**Run 1: wiring by layer**

Only two layers are drawn.
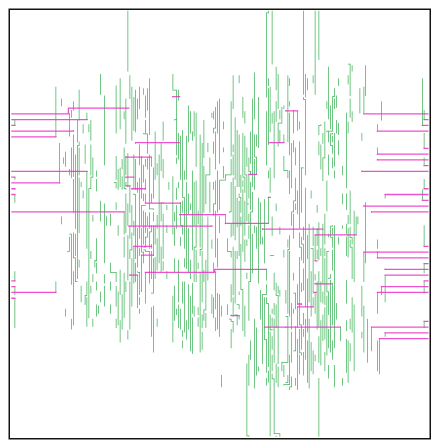
**Run 1: the metal 1 layer**

The bar under the picture is 20 microns long. Supply wires on this layer in grey.
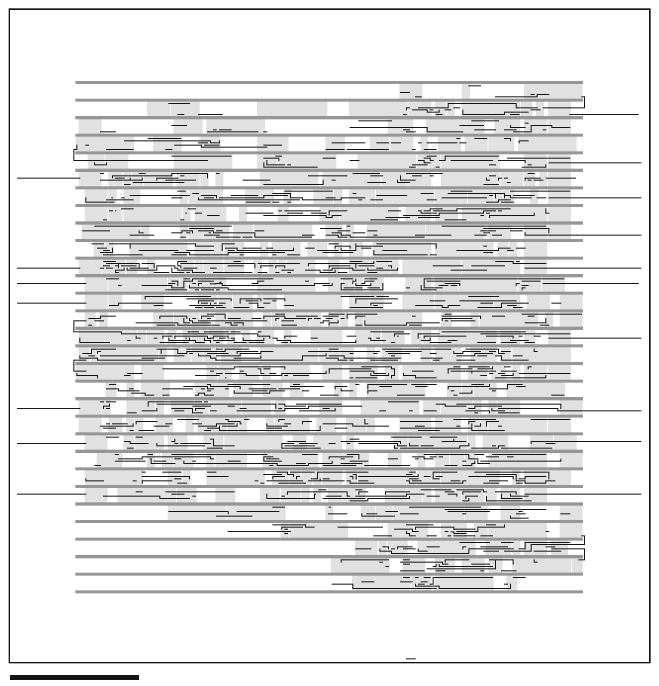
**Run 1: I/O nets highlighted**

The bar under the picture is 20 microns long.
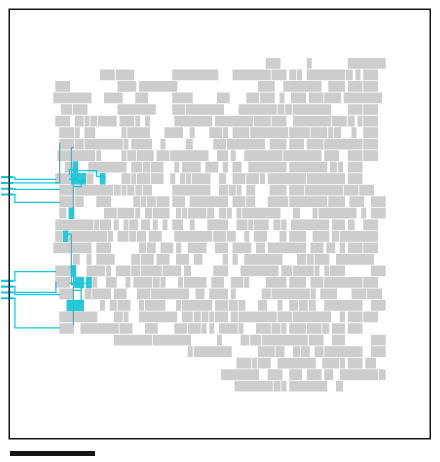
**Run 1: where the registers sit**

The bar under the picture is 20 microns long.
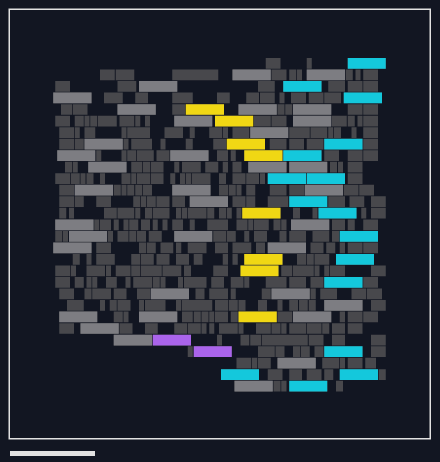
[config.mk]
export PLATFORM = sky130hd
export DESIGN_NAME = fifo_burst_reader_flat
export DESIGN_NICKNAME = d
export VERILOG_FILES = /design/src/rtl/fifo_burst_reader_if.sv /design/src/rtl/fifo_burst_reader.sv /design/src/flat_wrapper.sv
export SDC_FILE = /design/constraint.sdc
export NUM_CORES = 1
export LEC_CHECK = 0
export CORE_AREA = 10 10 89 91
export CTS_CLUSTER_SIZE = 8
export DETAILED_ROUTE_END_ITERATION = 6
export DIE_AREA = 0 0 99 101
export PLACE_DENSITY = 0.83
export SKIP_LAST_GASP = 1
export SYNTH_ARGS = -nofsm -noshare
export SYNTH_HDL_FRONTEND = slang
export SYNTH_SLANG_ARGS = --single-unit
[constraint.sdc]
create_clock -name clk -period 6 [get_ports clk]
set_input_delay 0.9 -clock clk [delete_from_list [all_inputs] [get_ports clk]]
set_output_delay 0.9 -clock clk [all_outputs]
set_load 0.1 [all_outputs]
[src/rtl/fifo_burst_reader_if.sv]
// Bundles the burst control, FIFO read port and downstream stream of fifo_burst_reader.
// The master modport is the reader's side. The slave modport is the FIFO/consumer/controller side.
interface fifo_burst_reader_if #(
  parameter int FIFO_WIDTH = 16,
  parameter int LEN_W      = 8
);
  logic                  start;
  logic [LEN_W-1:0]      burst_len;
  logic                  busy;
  logic                  done;
  logic                  timeout;
  logic                  fifo_empty;
  logic [FIFO_WIDTH-1:0] fifo_dout;
  logic                  fifo_underflow;
  logic                  fifo_rd_en;
  logic                  m_valid;
  logic [FIFO_WIDTH-1:0] m_data;
  logic                  m_ready;
  logic                  underflow_err;

  modport master (
    input  start, burst_len, fifo_empty, fifo_dout, fifo_underflow, m_ready,
    output busy, done, timeout, fifo_rd_en, m_valid, m_data, underflow_err
  );

  modport slave (
    output start, burst_len, fifo_empty, fifo_dout, fifo_underflow, m_ready,
    input  busy, done, timeout, fifo_rd_en, m_valid, m_data, underflow_err
  );
endinterface

[src/rtl/fifo_burst_reader.sv]
// Drains burst_len words from a sync FIFO onto a valid/ready stream; FIFO_BURST_READER_TIMEOUT_EN adds an empty-FIFO timeout.
// Latency: first m_valid 2 cycles after start is accepted, then one word per cycle.
// Backpressure: 2-entry skid buffer holds m_valid/m_data while m_ready=0, and reads are throttled so it never overflows.
module fifo_burst_reader #(
  parameter int FIFO_WIDTH = 16,
  parameter int LEN_W      = 8
`ifdef FIFO_BURST_READER_TIMEOUT_EN
  ,parameter int TIMEOUT   = 16
`endif
) (
  input  logic                clk,
  input  logic                rst_n,
  fifo_burst_reader_if.master bus
);

  typedef enum logic [1:0] {IDLE, READ, DRAIN, DONE} state_t;

  state_t                state_q, state_d;
  logic [LEN_W-1:0]      len_q, len_d;
  logic [LEN_W-1:0]      issued_q, issued_d;
  logic [LEN_W-1:0]      delivered_q, delivered_d;
  logic                  inflight_q, inflight_d;
  logic [1:0]            buf_count_q, buf_count_d;
  logic [FIFO_WIDTH-1:0] buf0_q, buf0_d;
  logic [FIFO_WIDTH-1:0] buf1_q, buf1_d;
  logic                  underflow_err_q, underflow_err_d;

  logic                  busy;
  logic                  push;
  logic                  pop;
  logic                  rd_en;
  logic [2:0]            occ_after_pop;

`ifdef FIFO_BURST_READER_TIMEOUT_EN
  localparam int TO_W = $clog2(TIMEOUT + 1);
  logic [TO_W-1:0]       to_cnt_q, to_cnt_d;
  logic                  to_flag_q, to_flag_d;
`endif

  assign busy = (state_q != IDLE);
  assign push = inflight_q;
  assign pop  = (buf_count_q != 2'd0) && bus.m_ready;

  // Crediting this cycle's pop lets a read issue against a slot that frees now,
  // which is what sustains one word per cycle through a 2-deep buffer.
  assign occ_after_pop = {1'b0, buf_count_q} + {2'b00, inflight_q} - {2'b00, pop};
  assign rd_en = (state_q == READ) && !bus.fifo_empty &&
                 (issued_q < len_q) && (occ_after_pop < 3'd2);

  always_comb begin
    state_d         = state_q;
    len_d           = len_q;
    issued_d        = issued_q;
    delivered_d     = delivered_q;
    inflight_d      = rd_en;
    buf_count_d     = buf_count_q;
    buf0_d          = buf0_q;
    buf1_d          = buf1_q;
    underflow_err_d = underflow_err_q | (bus.fifo_underflow & busy);
`ifdef FIFO_BURST_READER_TIMEOUT_EN
    to_cnt_d        = to_cnt_q;
    to_flag_d       = to_flag_q;
`endif

    if (pop && push) begin
      if (buf_count_q == 2'd1) begin
        buf0_d = bus.fifo_dout;
      end else begin
        buf0_d = buf1_q;
        buf1_d = bus.fifo_dout;
      end
    end else if (pop) begin
      buf0_d      = buf1_q;
      buf_count_d = buf_count_q - 2'd1;
    end else if (push) begin
      if (buf_count_q == 2'd0) buf0_d = bus.fifo_dout;
      else                     buf1_d = bus.fifo_dout;
      buf_count_d = buf_count_q + 2'd1;
    end

    if (rd_en) issued_d = issued_q + 1'b1;
    if (pop)   delivered_d = delivered_q + 1'b1;

    case (state_q)
      IDLE: begin
        if (bus.start) begin
          len_d       = bus.burst_len;
          issued_d    = '0;
          delivered_d = '0;
`ifdef FIFO_BURST_READER_TIMEOUT_EN
          to_cnt_d    = '0;
          to_flag_d   = 1'b0;
`endif
          state_d     = (bus.burst_len == '0) ? DONE : READ;
        end
      end
      READ: begin
        if (issued_d == len_q) state_d = DRAIN;
`ifdef FIFO_BURST_READER_TIMEOUT_EN
        if (bus.fifo_empty && (issued_q < len_q)) begin
          to_cnt_d = to_cnt_q + 1'b1;
          if (to_cnt_d == TO_W'(TIMEOUT)) begin
            state_d   = DRAIN;
            to_flag_d = 1'b1;
          end
        end else begin
          to_cnt_d = '0;
        end
`endif
      end
      DRAIN: begin
        // Exit on next-cycle occupancy so done lands right after the last beat.
        if (!inflight_d && (buf_count_d == 2'd0) && (delivered_d == issued_q))
          state_d = DONE;
      end
      DONE:    state_d = IDLE;
      default: state_d = IDLE;
    endcase
  end

  always_ff @(posedge clk or negedge rst_n) begin
    if (!rst_n) begin
      state_q         <= IDLE;
      len_q           <= '0;
      issued_q        <= '0;
      delivered_q     <= '0;
      inflight_q      <= 1'b0;
      buf_count_q     <= 2'd0;
      buf0_q          <= '0;
      buf1_q          <= '0;
      underflow_err_q <= 1'b0;
    end else begin
      state_q         <= state_d;
      len_q           <= len_d;
      issued_q        <= issued_d;
      delivered_q     <= delivered_d;
      inflight_q      <= inflight_d;
      buf_count_q     <= buf_count_d;
      buf0_q          <= buf0_d;
      buf1_q          <= buf1_d;
      underflow_err_q <= underflow_err_d;
    end
  end

`ifdef FIFO_BURST_READER_TIMEOUT_EN
  always_ff @(posedge clk or negedge rst_n) begin
    if (!rst_n) begin
      to_cnt_q  <= '0;
      to_flag_q <= 1'b0;
    end else begin
      to_cnt_q  <= to_cnt_d;
      to_flag_q <= to_flag_d;
    end
  end

  assign bus.timeout = (state_q == DONE) && to_flag_q;
`else
  assign bus.timeout = 1'b0;
`endif

  assign bus.busy          = busy;
  assign bus.done          = (state_q == DONE);
  assign bus.fifo_rd_en    = rd_en;
  assign bus.m_valid       = (buf_count_q != 2'd0);
  assign bus.m_data        = buf0_q;
  assign bus.underflow_err = underflow_err_q;

endmodule

[src/flat_wrapper.sv]
// flat-port wrapper written by rule: the top's interface ports become plain ports
module fifo_burst_reader_flat 
#(
  parameter int FIFO_WIDTH = 16,
  parameter int LEN_W      = 8

)
  (clk, rst_n, bus_start, bus_burst_len, bus_fifo_empty, bus_fifo_dout, bus_fifo_underflow, bus_m_ready, bus_busy, bus_done, bus_timeout, bus_fifo_rd_en, bus_m_valid, bus_m_data, bus_underflow_err);
  fifo_burst_reader_if #(.FIFO_WIDTH(FIFO_WIDTH), .LEN_W(LEN_W)) bus_i ();
  input  logic clk;
  input  logic rst_n;
  input wire logic [$bits(bus_i.start)-1:0] bus_start;
  input wire logic [$bits(bus_i.burst_len)-1:0] bus_burst_len;
  input wire logic [$bits(bus_i.fifo_empty)-1:0] bus_fifo_empty;
  input wire logic [$bits(bus_i.fifo_dout)-1:0] bus_fifo_dout;
  input wire logic [$bits(bus_i.fifo_underflow)-1:0] bus_fifo_underflow;
  input wire logic [$bits(bus_i.m_ready)-1:0] bus_m_ready;
  output wire logic [$bits(bus_i.busy)-1:0] bus_busy;
  output wire logic [$bits(bus_i.done)-1:0] bus_done;
  output wire logic [$bits(bus_i.timeout)-1:0] bus_timeout;
  output wire logic [$bits(bus_i.fifo_rd_en)-1:0] bus_fifo_rd_en;
  output wire logic [$bits(bus_i.m_valid)-1:0] bus_m_valid;
  output wire logic [$bits(bus_i.m_data)-1:0] bus_m_data;
  output wire logic [$bits(bus_i.underflow_err)-1:0] bus_underflow_err;
  assign bus_i.start = bus_start;
  assign bus_i.burst_len = bus_burst_len;
  assign bus_i.fifo_empty = bus_fifo_empty;
  assign bus_i.fifo_dout = bus_fifo_dout;
  assign bus_i.fifo_underflow = bus_fifo_underflow;
  assign bus_i.m_ready = bus_m_ready;
  assign bus_busy = bus_i.busy;
  assign bus_done = bus_i.done;
  assign bus_timeout = bus_i.timeout;
  assign bus_fifo_rd_en = bus_i.fifo_rd_en;
  assign bus_m_valid = bus_i.m_valid;
  assign bus_m_data = bus_i.m_data;
  assign bus_underflow_err = bus_i.underflow_err;
  fifo_burst_reader #(.FIFO_WIDTH(FIFO_WIDTH), .LEN_W(LEN_W)) u_core (.clk(clk), .rst_n(rst_n), .bus(bus_i));
endmodule
==> results.yml, run 1 <==
# physical design summary
yosys:
  synthAoiAreaFrac_pct: 12.3
  flop_cell: "dfrtp_1"
  synth_dominant_cell_count: "dfrtp_1"
  syn_inst: 357
  netlist_area_sq_um: 3520
  synth-seq-area-share_pct: 44.1
  edf_count: 0
  synth_cell_types: 49
  avgSynthCellArea_sq_um: 9.86
  synthSimpleGateAreaFrac_pct: 15.5
  xor_share_pct: 7.21
layout:
  fin_area_sq_um: 4280
  lay_top_count: "dfrtp_1"
  area_growth_pct: 21.5
  layoutNonFillerInstCount: 484
  layout.nets: 448
  final_cell_mix: "dfrtp_1, clkdlybuf4s50_1, nand2_1"
floorplan:
  die_h_microns: 101
  die_x_microns: 99
  num_rows: 29
  dieArea_sq_um: 10000
worst_setup_path:
  startpoint: "u_core.buf_count_q[1]"
  critPathMaxFanout: 20
  r2r-end: "u_core.state_q[1]"
  path_class: "flip-flop to flip-flop"
  crit_buf_inv: 1
  worst-r2r-cell-count: 15
  reg2reg_from: "u_core.buf_count_q[1]"
  cpPeakStageDelay_ns: 0.55
  cp.depth: 15
  cp_slowest_cell: "or4_4"
  required_ns: 6.27
  end_kind: "flip-flop"
route:
  drtIter0Drc: 133
  via_per_inst: 5.81
power:
  switching_share_pct: 48.7
  leakagePower_nw: 1.89
  clockPowerShare_pct: 17.0
  power_leader: "combinational cells"
  seqPwrFrac_pct: 29.1
  power_mw: 2.43
  power_density_nw_per_um2: 568
  max-vdd-ir-drop_mv: 0.448
  p_comb_share_pct: 53.9
clocking:
  cts_setup_buffers: 0
  clk_path_buf_depth: 2
  holdBufCountCts: 0
  cts-root-buf: "clkbuf_8"
  cts_num_sinks: 62
  cts.repair.resized: 0
run_status:
  outcome: "finished, final reports clean"
timing:
  setup_slack_ns: 0.894
  clock_skew_ns: 0.0120
  whs_ns: 0.457
  hold_viol: 0
  fin_setup_tns_ns: 0
grt:
  grt_start_max_net_pins: 63
  grt_antenna_before_repair: 0
  grt_pass1_wl_microns: 13500
  grt-ovfl-total: 0
flow_run:
  cap_viol_max_count: 0
  warnings: 30
placed_design:
  dp_hpwl_microns: 5810
  dp_slack_ns: 0.623
  dpl-instance-area_sq_um: 4060
min_path:
  hold_path.class: "flip-flop to flip-flop"
  min_to: "u_core.bus.underflow_err"
Notes on 'wiring by layer' above:
met2: shown in green, wire length 3880 microns. met3: shown in magenta, wire length 533 microns.
Routed WL: 8000 microns
mean routed wirelength per cell: 16.5 microns
GRT Resource Usage Total: 16.4%

Notes on 'the metal 1 layer' above:
The longest straight run is 21.6 microns. 399 nets have wire on it.
via count: 2810
met1 Use GR: 19.0%

Notes on 'I/O nets highlighted' above:
bus_burst_len: shown in cyan, bits 8, direction input, edge left, end cells 10, wire 190 microns.
# IOs: 52
Port Buffer Count: 50

Notes on 'where the registers sit' above:
u_core.buf_count_q: shown in purple, placed flops 2. u_core.delivered_q: shown in yellow, placed flops 8. u_core.bus.m_data: shown in cyan, placed flops 16.
Sequential Power: 707 uW
Core Util, Final: 68.9%
Seq. cell area: 1550 sq um
Seq area share: 36.3%

## run 1: layout make-up
class                      instances  area, sq um
tap                               77         96.3
clock buffer                       9          124
timing repair buffer              53          515
fill                             460         1930
sequential                        62         1550
inverter                          15         56.3
multi-input combinational        261         1840
clock inverter                     7         97.6
## run 1: state kept, by name, summed over array words and instances, names as in the netlist, 2 cells and up
register	cells
u_core.bus.m_data	16
u_core.buf1_q	16
u_core.len_q	8
u_core.state_q	2
u_core.issued_q	8
u_core.delivered_q	8
u_core.buf_count_q	2
## run 1: metal layers
layer	wire length, microns	track usage, %
met5	0	0
met4	97	4.30
met3	532	5.69
met2	3880	28.2
met1	3490	19.0
**Run 1: congestion heat map**

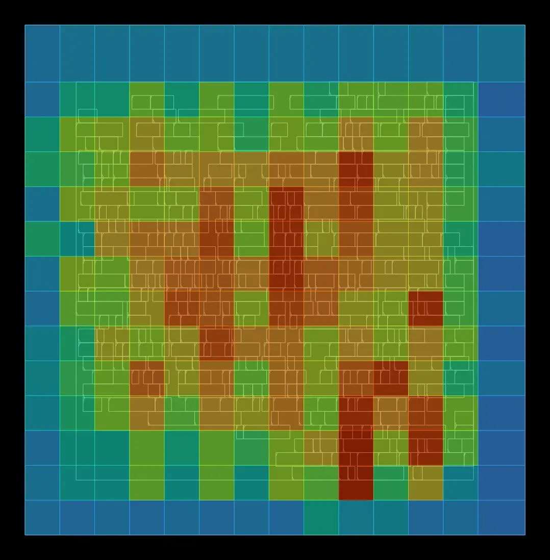

==> run 2: changes to the inputs <==
CELL_PAD_IN_SITES_DETAIL_PLACEMENT = 0   (was not set)
CELL_PAD_IN_SITES_GLOBAL_PLACEMENT = 1   (was not set)
CORE_AREA = 10 10 100 102   (was 10 10 89 91)
DIE_AREA = 0 0 110 112   (was 0 0 99 101)
PLACE_DENSITY = not set   (was 0.83)
PLACE_DENSITY_LB_ADDON = 0.1   (was not set)
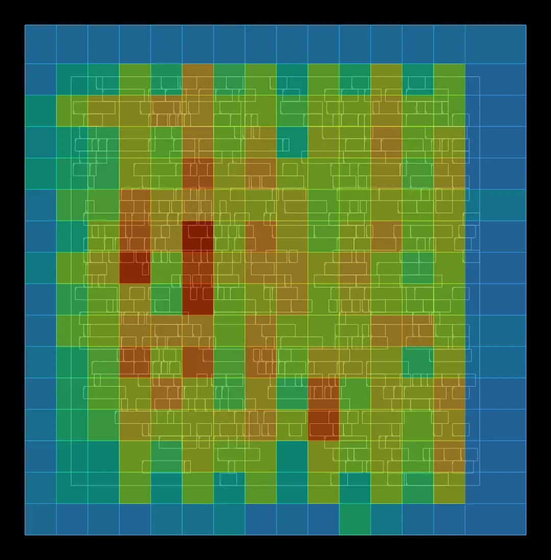
**Above:** run 2 (congestion heat map).
GRT Resource Usage Total: 13.4%
Core Util, Final: 53.3%
GR met2 Demand/Resource: 19.4%
grt met3 use: 4.04%
met1 Use GR: 18.2%

==> run 2 against run 1 <==
Compared with the run above:
- clock-buffer cell count stayed put
- via count fell by 3.4%
- worst setup slack improved by 0.33 ns
- critical path depth shrank 1
- power shrank 2.6%
- fmax rose by 7.0%
- largest cell class unchanged
==> results.yml, run 2 <==
# physical design summary
run_status:
  outcome: "finished, final reports clean"
yosys:
  mux_area_share_pct: 11.2
  synth_cell_types: 49
  synthAoiAreaFrac_pct: 12.3
  avgSynthCellArea_sq_um: 9.86
  synth-seq-area-share_pct: 44.1
  xor_share_pct: 7.21
  edf_count: 0
  ys_sh_adder_pct: 5.90
  synthSimpleGateAreaFrac_pct: 15.5
  top_cells_by_area: "dfrtp_1, mux2_2, mux2i_1, ha_1, nand2_1"
  yosysWarnings: 0
  flop_cell: "dfrtp_1"
  synth_dominant_cell_count: "dfrtp_1"
  fp_nets: 403
  netlist_area_sq_um: 3520
  syn_inst: 357
  top_cell_area_share_pct: 44.1
  yosysTopAreaCell: "dfrtp_1"
grt:
  grt_antenna_before_repair: 0
  grt_start_max_net_pins: 63
  grt-ovfl-total: 0
  grt_busiest_layer: "met2"
  grt_pass1_wl_microns: 13300
worst_setup_path:
  worst-r2r-cell-count: 15
  startpoint: "bus_m_ready"
  cp.depth: 14
  path_class: "input pin to flip-flop"
  required_ns: 6.27
  cpPeakStageDelay_ns: 0.55
  end_kind: "flip-flop"
  cp_slowest_cell: "or4_4"
  reg2reg_from: "u_core.buf_count_q[1]"
  r2r-end: "u_core.state_q[1]"
  crit_buf_inv: 1
  critPathMaxFanout: 8
floorplan:
  io_pins: 52
  num_rows: 33
  core-area_sq_um: 8050
  die_x_microns: 110
  die_h_microns: 112
  dieArea_sq_um: 12300
power:
  leakagePower_nw: 1.89
  power_mw: 2.37
  max-vdd-ir-drop_mv: 0.194
  power_density_nw_per_um2: 551
clocking:
  clk_pin_slew_worst_paths_ns: 0.07
  cts-root-buf: "clkbuf_8"
  cts.repair.resized: 0
  cts_num_sinks: 62
  clk_path_buf_depth: 2
  cts_setup_buffers: 0
  cts_buffers: 9
  holdBufCountCts: 0
layout:
  fillers: 745
  final_cell_mix: "dfrtp_1, clkdlybuf4s50_1, nand2_1"
  layout.nets: 449
  lay_top_count: "dfrtp_1"
  fin_area_sq_um: 4300
  area_growth_pct: 22.0
placed_design:
  gp_congestion: 0.854
  dp_slack_ns: 0.869
  dp_hpwl_microns: 5730
  portBuffers: 50
  dpl-instance-area_sq_um: 4100
flow_run:
  warnings: 30
  cap_viol_max_count: 0
route:
  drtIter0Drc: 111
  wl_met2_microns: 3490
  via_per_inst: 5.29
  top_layer: "met4"
  met1Wirelength_microns: 3770
  wl_met3_microns: 612
  wire_per_inst_microns: 15.6
timing:
  hold_viol: 0
  setup_slack_ns: 1.23
  fin_setup_tns_ns: 0
  clock_skew_ns: 0.0112
min_path:
  min_to: "u_core.bus.underflow_err"
  hold_path.class: "flip-flop to flip-flop"
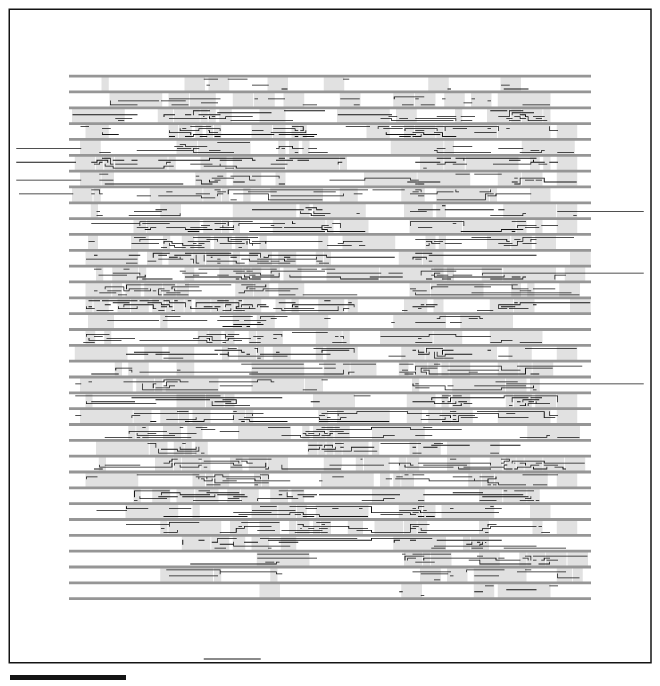
**Above:** run 2 (the metal 1 layer).
The bar under the picture is 20 microns long. Supply wires on this layer in grey.
The layer carries 3770 microns of wire. The layer holds 47% of the routed length. The longest straight run is 28.1 microns.
via count: 2714
Routed WL: 7980 microns

## run 2: per-stage QoR
stage                     hold WS (ns)  std cells
after floorplan                  0.474        357
after global placement           0.438        497
after detailed placement         0.454        497
after CTS                        0.471        513
after global routing             0.496        513
final                            0.465        513
## run 2: layout make-up
class / count / area (sq um) / share of cell area [%]
timing repair buffer: 54 / 523 / 12.2
inverter: 15 / 56.3 / 1.31
tap: 105 / 131 / 3.06
clock inverter: 7 / 73.8 / 1.72
clock buffer: 9 / 124 / 2.88
sequential: 62 / 1550 / 36.1
multi-input combinational: 261 / 1840 / 42.7
## run 2: power by group
group	switching, mW	internal, mW
Combinational	0.857	0.433
Clock	0.177	0.193
Sequential	0.128	0.579
Power is estimated from default activity; no workload was simulated.
